Run 1, selected gate families:
The bar under the picture is 50 um long.
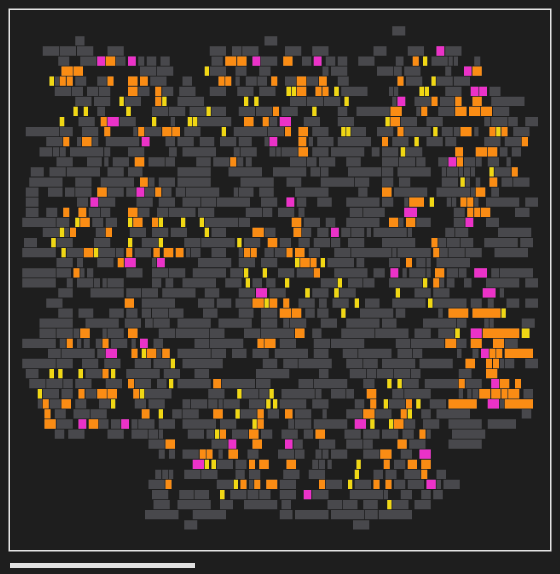
Run 1, cell classes on the final placement:
The bar under the picture is 50 um long.
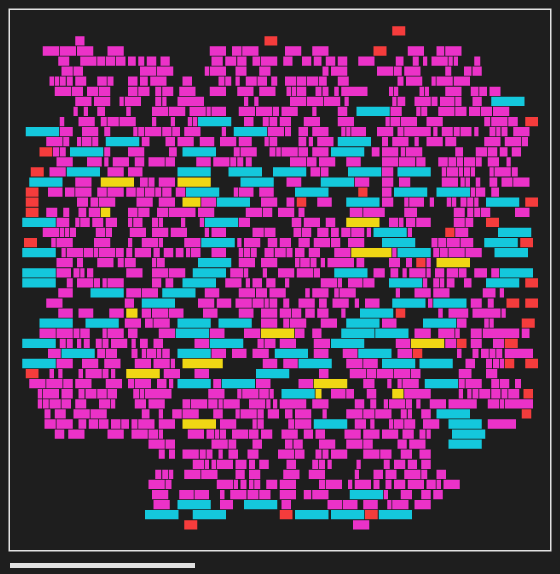
Run 1, clock nets:
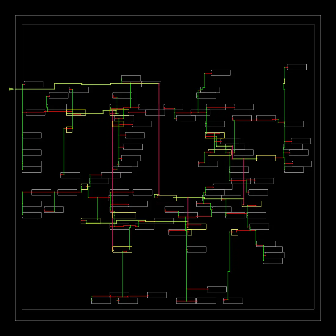
**config.mk**
```make
export PLATFORM = sky130hd
export DESIGN_NAME = pwm_multi_gen
export DESIGN_NICKNAME = d
export VERILOG_FILES = /design/src/rtl/pwm_multi_gen.sv
export SDC_FILE = /design/constraint.sdc
export NUM_CORES = 1
export LEC_CHECK = 0
export CAP_MARGIN = 15
export CORE_MARGIN = 3
export CORE_UTILIZATION = 50
export CTS_CLUSTER_DIAMETER = 40
export DETAILED_ROUTE_END_ITERATION = 16
export PLACE_DENSITY = 0.67
export SETUP_SLACK_MARGIN = 0.3
export SYNTH_ARGS = -nofsm -noshare
export SYNTH_HDL_FRONTEND = slang
export SYNTH_SLANG_ARGS = --single-unit
```
**constraint.sdc**
```tcl
create_clock -name clk -period 7.2 [get_ports clk]
set_input_delay 1.08 -clock clk [delete_from_list [all_inputs] [get_ports clk]]
set_output_delay 1.08 -clock clk [all_outputs]
set_load 0.005 [all_outputs]
```
**src/rtl/pwm_multi_gen.sv**
```systemverilog
// Multi-channel PWM generator: serial duty load, then one or repeated PWM periods.
// Latency: the first RUN cycle follows STAGE cycles after start (counting the start cycle as 0).
// Outputs come from registers fed by next-state logic, so out/hsync line up with the current count.
// No backpressure: start is only taken in IDLE and ignored while LOAD or RUN is active.
//
// Ports:
//   clk, rst       clock and asynchronous active-high reset
//   start, data    load strobe and serial duty words (channel 0 arrives with start)
//   center         alignment mode, sampled with start (1 = center-aligned)
//   repeat_en      sampled at period end: 1 = run another period, 0 = return to IDLE
//   out            PWM outputs, one bit per channel
//   hsync          pulse on the first cycle of each period
//   busy           high in LOAD and RUN
//   done           pulse on the first IDLE cycle after the last period
module pwm_multi_gen #(
    parameter int STAGE  = 8,
    parameter int DWIDTH = 8
) (
    input  logic              clk,
    input  logic              rst,
    input  logic              start,
    input  logic [DWIDTH-1:0] data,
    input  logic              center,
    input  logic              repeat_en,
    output logic [STAGE-1:0]  out,
    output logic              hsync,
    output logic              busy,
    output logic              done
);

    localparam int IW = (STAGE > 1) ? $clog2(STAGE) : 1;
    // The period is 2^DWIDTH - 1 clocks, so the count runs 0 .. 2^DWIDTH - 2.
    localparam logic [DWIDTH-1:0] PERIOD = '1;
    localparam logic [DWIDTH-1:0] CNT_MAX = PERIOD - 1'b1;
    localparam logic [IW-1:0]     LAST_IDX = IW'(STAGE - 1);

    typedef enum logic [1:0] {
        IDLE = 2'd0,
        LOAD = 2'd1,
        RUN  = 2'd2
    } state_t;

    state_t            state, state_nxt;
    logic [IW-1:0]     idx, idx_nxt;
    logic [DWIDTH-1:0] cnt, cnt_nxt;
    logic [DWIDTH-1:0] duty     [STAGE];
    logic [DWIDTH-1:0] duty_nxt [STAGE];
    logic              center_q, center_nxt;
    logic [STAGE-1:0]  out_nxt;

    // Next-state logic. The registered outputs are computed from these
    // next values, so the out value for a count shows up in the same cycle
    // as that count, including the last duty word captured on RUN entry.
    always_comb begin
        state_nxt  = state;
        idx_nxt    = idx;
        cnt_nxt    = cnt;
        center_nxt = center_q;
        duty_nxt   = duty;
        case (state)
            IDLE: begin
                if (start) begin
                    duty_nxt[0] = data;
                    center_nxt  = center;
                    idx_nxt     = IW'(1);
                    state_nxt   = LOAD;
                end
            end
            LOAD: begin
                duty_nxt[idx] = data;
                idx_nxt       = idx + 1'b1;
                if (idx == LAST_IDX) begin
                    idx_nxt   = '0;
                    cnt_nxt   = '0;
                    state_nxt = RUN;
                end
            end
            RUN: begin
                if (cnt == CNT_MAX) begin
                    cnt_nxt = '0;
                    if (!repeat_en) begin
                        state_nxt = IDLE;
                    end
                end else begin
                    cnt_nxt = cnt + 1'b1;
                end
            end
            default: begin
                state_nxt = IDLE;
            end
        endcase
    end

    // Per-channel compare. Center mode places the pulse at
    // s = (P - duty) / 2; the upper bound is taken one bit wider so
    // s + duty never wraps.
    always_comb begin
        out_nxt = '0;
        for (int k = 0; k < STAGE; k++) begin
            logic [DWIDTH-1:0] s;
            logic [DWIDTH:0]   hi;
            s  = (PERIOD - duty_nxt[k]) >> 1;
            hi = {1'b0, s} + {1'b0, duty_nxt[k]};
            if (state_nxt == RUN) begin
                if (center_nxt) begin
                    out_nxt[k] = (cnt_nxt >= s) && ({1'b0, cnt_nxt} < hi);
                end else begin
                    out_nxt[k] = (cnt_nxt < duty_nxt[k]);
                end
            end
        end
    end

    always_ff @(posedge clk or posedge rst) begin
        if (rst) begin
            state    <= IDLE;
            idx      <= '0;
            cnt      <= '0;
            center_q <= 1'b0;
            for (int k = 0; k < STAGE; k++) begin
                duty[k] <= '0;
            end
            out      <= '0;
            hsync    <= 1'b0;
            busy     <= 1'b0;
            done     <= 1'b0;
        end else begin
            state    <= state_nxt;
            idx      <= idx_nxt;
            cnt      <= cnt_nxt;
            center_q <= center_nxt;
            duty     <= duty_nxt;
            out      <= out_nxt;
            // The count only sits at zero inside RUN on entry or on a wrap.
            hsync    <= (state_nxt == RUN) && (cnt_nxt == '0);
            busy     <= (state_nxt != IDLE);
            done     <= (state == RUN) && (state_nxt == IDLE);
        end
    end

endmodule

```
==> results.py, run 1 <==
# Auto-generated metrics
metrics = {
    "status": {
        "status": "finished, final reports clean",
    },
    "power": {
        "net-switching-power_mw": 2.48,
        "power.density_cell_area_mw_per_mm2": 494,
        "vdd_drop_max_mv": 0.322,
        "p_leak_nw": 5.65,
    },
    "synthesis": {
        "netlist_area_sq_mm": 0.00976,
        "common_cells": "239 x sky130_fd_sc_hd__ha_1, 97 x sky130_fd_sc_hd__inv_1, 89 x sky130_fd_sc_hd__dfrtp_1, 58 x sky130_fd_sc_hd__a21oi_1, 52 x sky130_fd_sc_hd__mux2_2",
        "yosys-top-cells-area": "sky130_fd_sc_hd__ha_1 31%, sky130_fd_sc_hd__dfrtp_1 23%, sky130_fd_sc_hd__mux2_2 6.0%",
        "ys_types": 60,
        "synth_top_area_share_pct": 30.6,
        "synth-seq-area-share_pct": 22.8,
        "post_synth.cell_area_avg_sq_um": 9.66,
        "synthTopLogicFamily": "adder cells",
    },
    "clock_network": {
        "post_cts_resized": 0,
        "clk_root_buffer_cell": "sky130_fd_sc_hd__clkbuf_16",
    },
    "final_timing": {
        "setup_tns_ns": 0,
        "period_minus_slack_ns": 5.11,
        "worst-slew-pin-transition_ns": 1.05,
        "max-slew-margin-rel_pct": 30.3,
    },
    "cells_and_area": {
        "largest_cell_class": "logic gates",
        "mostFrequentLayoutCell": "sky130_fd_sc_hd__ha_1",
        "share_of_the_final_layout_cell_area_in_multi_input_gates_pct": 66.9,
        "num-fill-cells": 1715,
        "largest_register": "duty",
        "clkbuf_count": 10,
        "layout-drive-gt1-share_pct": 9.46,
        "syn_to_final_growth_pct": 10.3,
    },
    "worst_setup_path": {
        "cp.depth": 19,
        "reg2reg_to": "out[0]",
        "timing.critical_path.from": "state[1]",
        "critical_path.max_fanout": 20,
    },
    "detailed_routing": {
        "route.met3.wl_um": 855,
        "vias": 7698,
        "drc_viols": 0,
    },
    "floorplanning": {
        "dieHeight_um": 146,
        "core-area_sq_mm": 0.0190,
    },
    "place": {
        "postPlaceCellArea_sq_mm": 0.0104,
    },
    "global_route": {
        "global_route.usage.total_pct": 23.0,
    },
    "job": {
        "maxCapViolCount": 0,
    },
}
Notes on 'selected gate families' above:
colour	family	cells
orange	inverting AOI/OAI gates	192
magenta	AND and OR gates	41
yellow	inverters	98

Notes on 'cell classes on the final placement' above:
colour	class	cells
yellow	clock drivers and dummy loads	16
cyan	flip-flops	89
magenta	all other logic	909
red	other buffers and delay cells	33

Notes on 'clock nets' above:
number of buffers added by the clock tree synthesis step: 9
FFs & Latches: 89
Worst Skew: 0.00983 ns
Latency at later pin: 0.36 ns
total number of clock tree sinks: 89

==> run 2, diff against run 1 <==
==> constraint.sdc (replaced) <==
create_clock -name clk -period 4.75 [get_ports clk]
set_input_delay 0.7125 -clock clk [delete_from_list [all_inputs] [get_ports clk]]
set_output_delay 0.7125 -clock clk [all_outputs]
set_load 0.005 [all_outputs]
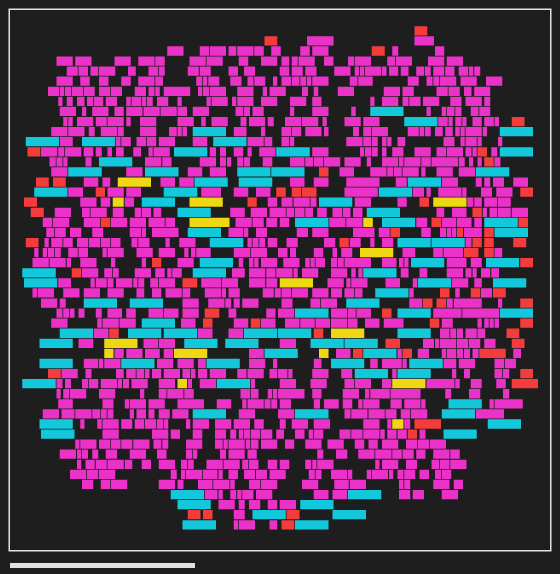
Run 2: cell classes on the final placement
The bar under the picture is 50 um long.
colour	class	cells
cyan	flip-flops	89
red	other buffers and delay cells	66
magenta	all other logic	909
yellow	clock drivers and dummy loads	16

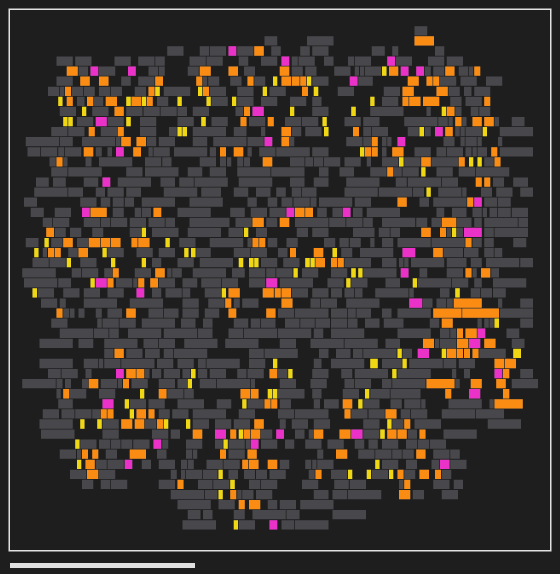
Run 2: selected gate families
The bar under the picture is 50 um long.
colour	family	cells	where
orange	inverting AOI/OAI gates	192	widely spread
magenta	AND and OR gates	41	widely spread
yellow	inverters	98	widely spread

==> run 2 against run 1 <==
Global-route usage is 0.28 points higher. Worst setup slack got worse by 1.6 ns. Sequential cell count stayed put. Sequential share of layout area fell by 0.73 points. Area after synthesis did not move. Die size did not move. Worst hold slack improved by 0.0042 ns. Clock-buffer cell count shrank 1. Maximum frequency up 20%. Clock skew up 0.0021 ns. Critical path type unchanged.
==> results.py, run 2 <==
# Auto-generated metrics
metrics = {
    "status": {
        "status": "finished, final reports clean",
    },
    "synthesis": {
        "post_synth.cell_area_avg_sq_um": 9.66,
        "ys_types": 60,
        "synth-seq-area-share_pct": 22.8,
        "yosys-top-cells-area": "sky130_fd_sc_hd__ha_1 31%, sky130_fd_sc_hd__dfrtp_1 23%, sky130_fd_sc_hd__mux2_2 6.0%",
        "netlist_area_sq_mm": 0.00976,
        "common_cells": "239 x sky130_fd_sc_hd__ha_1, 97 x sky130_fd_sc_hd__inv_1, 89 x sky130_fd_sc_hd__dfrtp_1, 58 x sky130_fd_sc_hd__a21oi_1, 52 x sky130_fd_sc_hd__mux2_2",
        "synthTopLogicFamily": "adder cells",
        "synth_top_cell_by_area": "sky130_fd_sc_hd__ha_1",
    },
    "cells_and_area": {
        "buffer_area_share_pct": 5.44,
        "sequential_cell_total": 89,
        "largest_cell_class": "logic gates",
        "mostFrequentLayoutCell": "sky130_fd_sc_hd__ha_1",
        "layout-drive-gt1-share_pct": 14.4,
        "syn_to_final_growth_pct": 14.3,
        "largest_register": "duty",
        "num-fill-cells": 1647,
        "clkbuf_count": 9,
    },
    "power": {
        "net-switching-power_mw": 3.91,
        "power.density_cell_area_mw_per_mm2": 748,
        "p_leak_nw": 5.83,
    },
    "global_route": {
        "global_route.usage.total_pct": 23.3,
    },
    "clock_network": {
        "worst_skew_pair.late_latency_ns": 0.36,
        "clk_root_buffer_cell": "sky130_fd_sc_hd__clkbuf_16",
        "post_cts_resized": 3,
        "cts_inserted_buffers": 9,
    },
    "final_timing": {
        "fin_skew_ns": 0.0119,
        "worst-slew-pin-transition_ns": 0.958,
        "setup_tns_ns": 0,
        "period_minus_slack_ns": 4.27,
        "max-slew-margin-rel_pct": 36.1,
        "max_clock_freq_ghz": 0.234,
    },
    "worst_setup_path": {
        "worstPathRequired_ns": 5.00,
        "cp.depth": 19,
        "critical_path.max_fanout": 7,
        "timing.critical_path.from": "state[1]",
        "crit_path_end_kind": "flop",
        "reg2reg_to": "out[7]",
    },
    "detailed_routing": {
        "drc_viols": 0,
        "route.met3.wl_um": 1170,
    },
    "floorplanning": {
        "dieHeight_um": 146,
        "core-area_sq_mm": 0.0190,
    },
    "place": {
        "postPlaceCellArea_sq_mm": 0.0106,
    },
}
==> run 3, diff against run 2 <==
--- a/config.mk
+++ b/config.mk
@@ -7,10 +7,10 @@
 export LEC_CHECK = 0
 export CAP_MARGIN = 15
 export CORE_MARGIN = 3
-export CORE_UTILIZATION = 50
+export CORE_UTILIZATION = 64
 export CTS_CLUSTER_DIAMETER = 40
 export DETAILED_ROUTE_END_ITERATION = 16
-export PLACE_DENSITY = 0.67
+export PLACE_DENSITY = 0.82
 export SETUP_SLACK_MARGIN = 0.3
 export SYNTH_ARGS = -nofsm -noshare
 export SYNTH_HDL_FRONTEND = slang
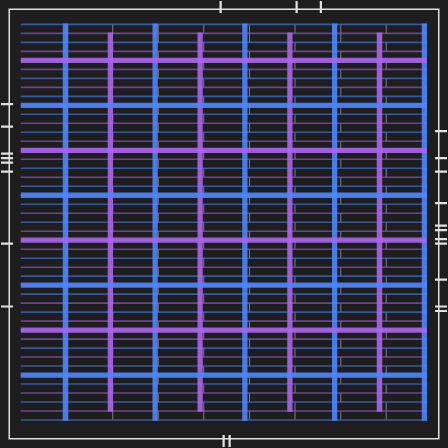
Run 3: supply network
Pins as bars on the die edge. Tap cells in grey.
colour	net
blue	VSS
purple	VDD
rows	44
met5 straps	8
met4 straps	9
tap cells	184

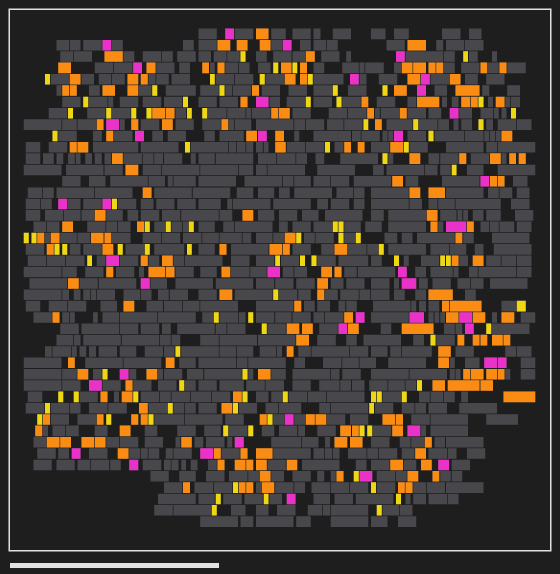
Run 3: selected gate families
The bar under the picture is 50 um long.
colour	family	cells	where
yellow	inverters	98	widely spread
orange	inverting AOI/OAI gates	192	widely spread
magenta	AND and OR gates	41	widely spread

==> run 3 against run 2 <==
Register-to-register slack worse by 0.02 ns. Critical endpoint is now out[0]. Cell area fell by 0.83%. Sequential share of layout area grew 0.17 points. Synthesized cell count did not move. Worst hold slack worse by 0.0040 ns. Non-clock buffer count increased by 3. Routed wire length increased by 3.1%. Global-route usage grew 6.5 points. Utilization is 16 points higher. First-iteration DRC count up 47%. Via count increased by 3.6%. Clock power rose by 9.1%.
==> results.py, run 3 <==
# Auto-generated metrics
metrics = {
    "status": {
        "status": "finished, final reports clean",
    },
    "synthesis": {
        "common_cells": "239 x sky130_fd_sc_hd__ha_1, 97 x sky130_fd_sc_hd__inv_1, 89 x sky130_fd_sc_hd__dfrtp_1, 58 x sky130_fd_sc_hd__a21oi_1, 52 x sky130_fd_sc_hd__mux2_2",
        "synth_top_area_share_pct": 30.6,
        "yosys-top-cells-area": "sky130_fd_sc_hd__ha_1 31%, sky130_fd_sc_hd__dfrtp_1 23%, sky130_fd_sc_hd__mux2_2 6.0%",
        "synth-seq-area-share_pct": 22.8,
        "netlist_area_sq_mm": 0.00976,
    },
    "cells_and_area": {
        "share_of_the_final_layout_cell_area_in_multi_input_gates_pct": 66.2,
        "syn_to_final_growth_pct": 13.4,
        "mostFrequentLayoutCell": "sky130_fd_sc_hd__ha_1",
        "largest_register": "duty",
        "buffer_area_share_pct": 5.30,
        "num-fill-cells": 981,
        "clkbuf_count": 12,
        "sequential_cell_total": 89,
        "layout-drive-gt1-share_pct": 14.7,
        "largest_cell_class": "logic gates",
    },
    "final_timing": {
        "max-slew-margin-rel_pct": 33.7,
        "setup_tns_ns": 0,
        "fin_skew_ns": 0.00837,
        "worst-slew-pin-transition_ns": 0.994,
        "max_clock_freq_ghz": 0.230,
    },
    "worst_setup_path": {
        "critical_path.max_fanout": 5,
        "worstPathRequired_ns": 4.97,
        "cp.depth": 16,
        "crit_path_end_kind": "flop",
    },
    "power": {
        "vdd_drop_max_mv": 0.656,
        "net-switching-power_mw": 4.07,
        "p_leak_nw": 5.87,
        "power.density_cell_area_mw_per_mm2": 781,
    },
    "clock_network": {
        "post_cts_resized": 3,
        "clk_root_buffer_cell": "sky130_fd_sc_hd__clkbuf_16",
        "cts_num_sinks": 89,
    },
    "detailed_routing": {
        "drc_viols": 0,
        "vias": 8202,
    },
    "place": {
        "postPlaceCellArea_sq_mm": 0.0105,
    },
}
Power figures rest on the tool's default switching activity, not on a simulated workload.
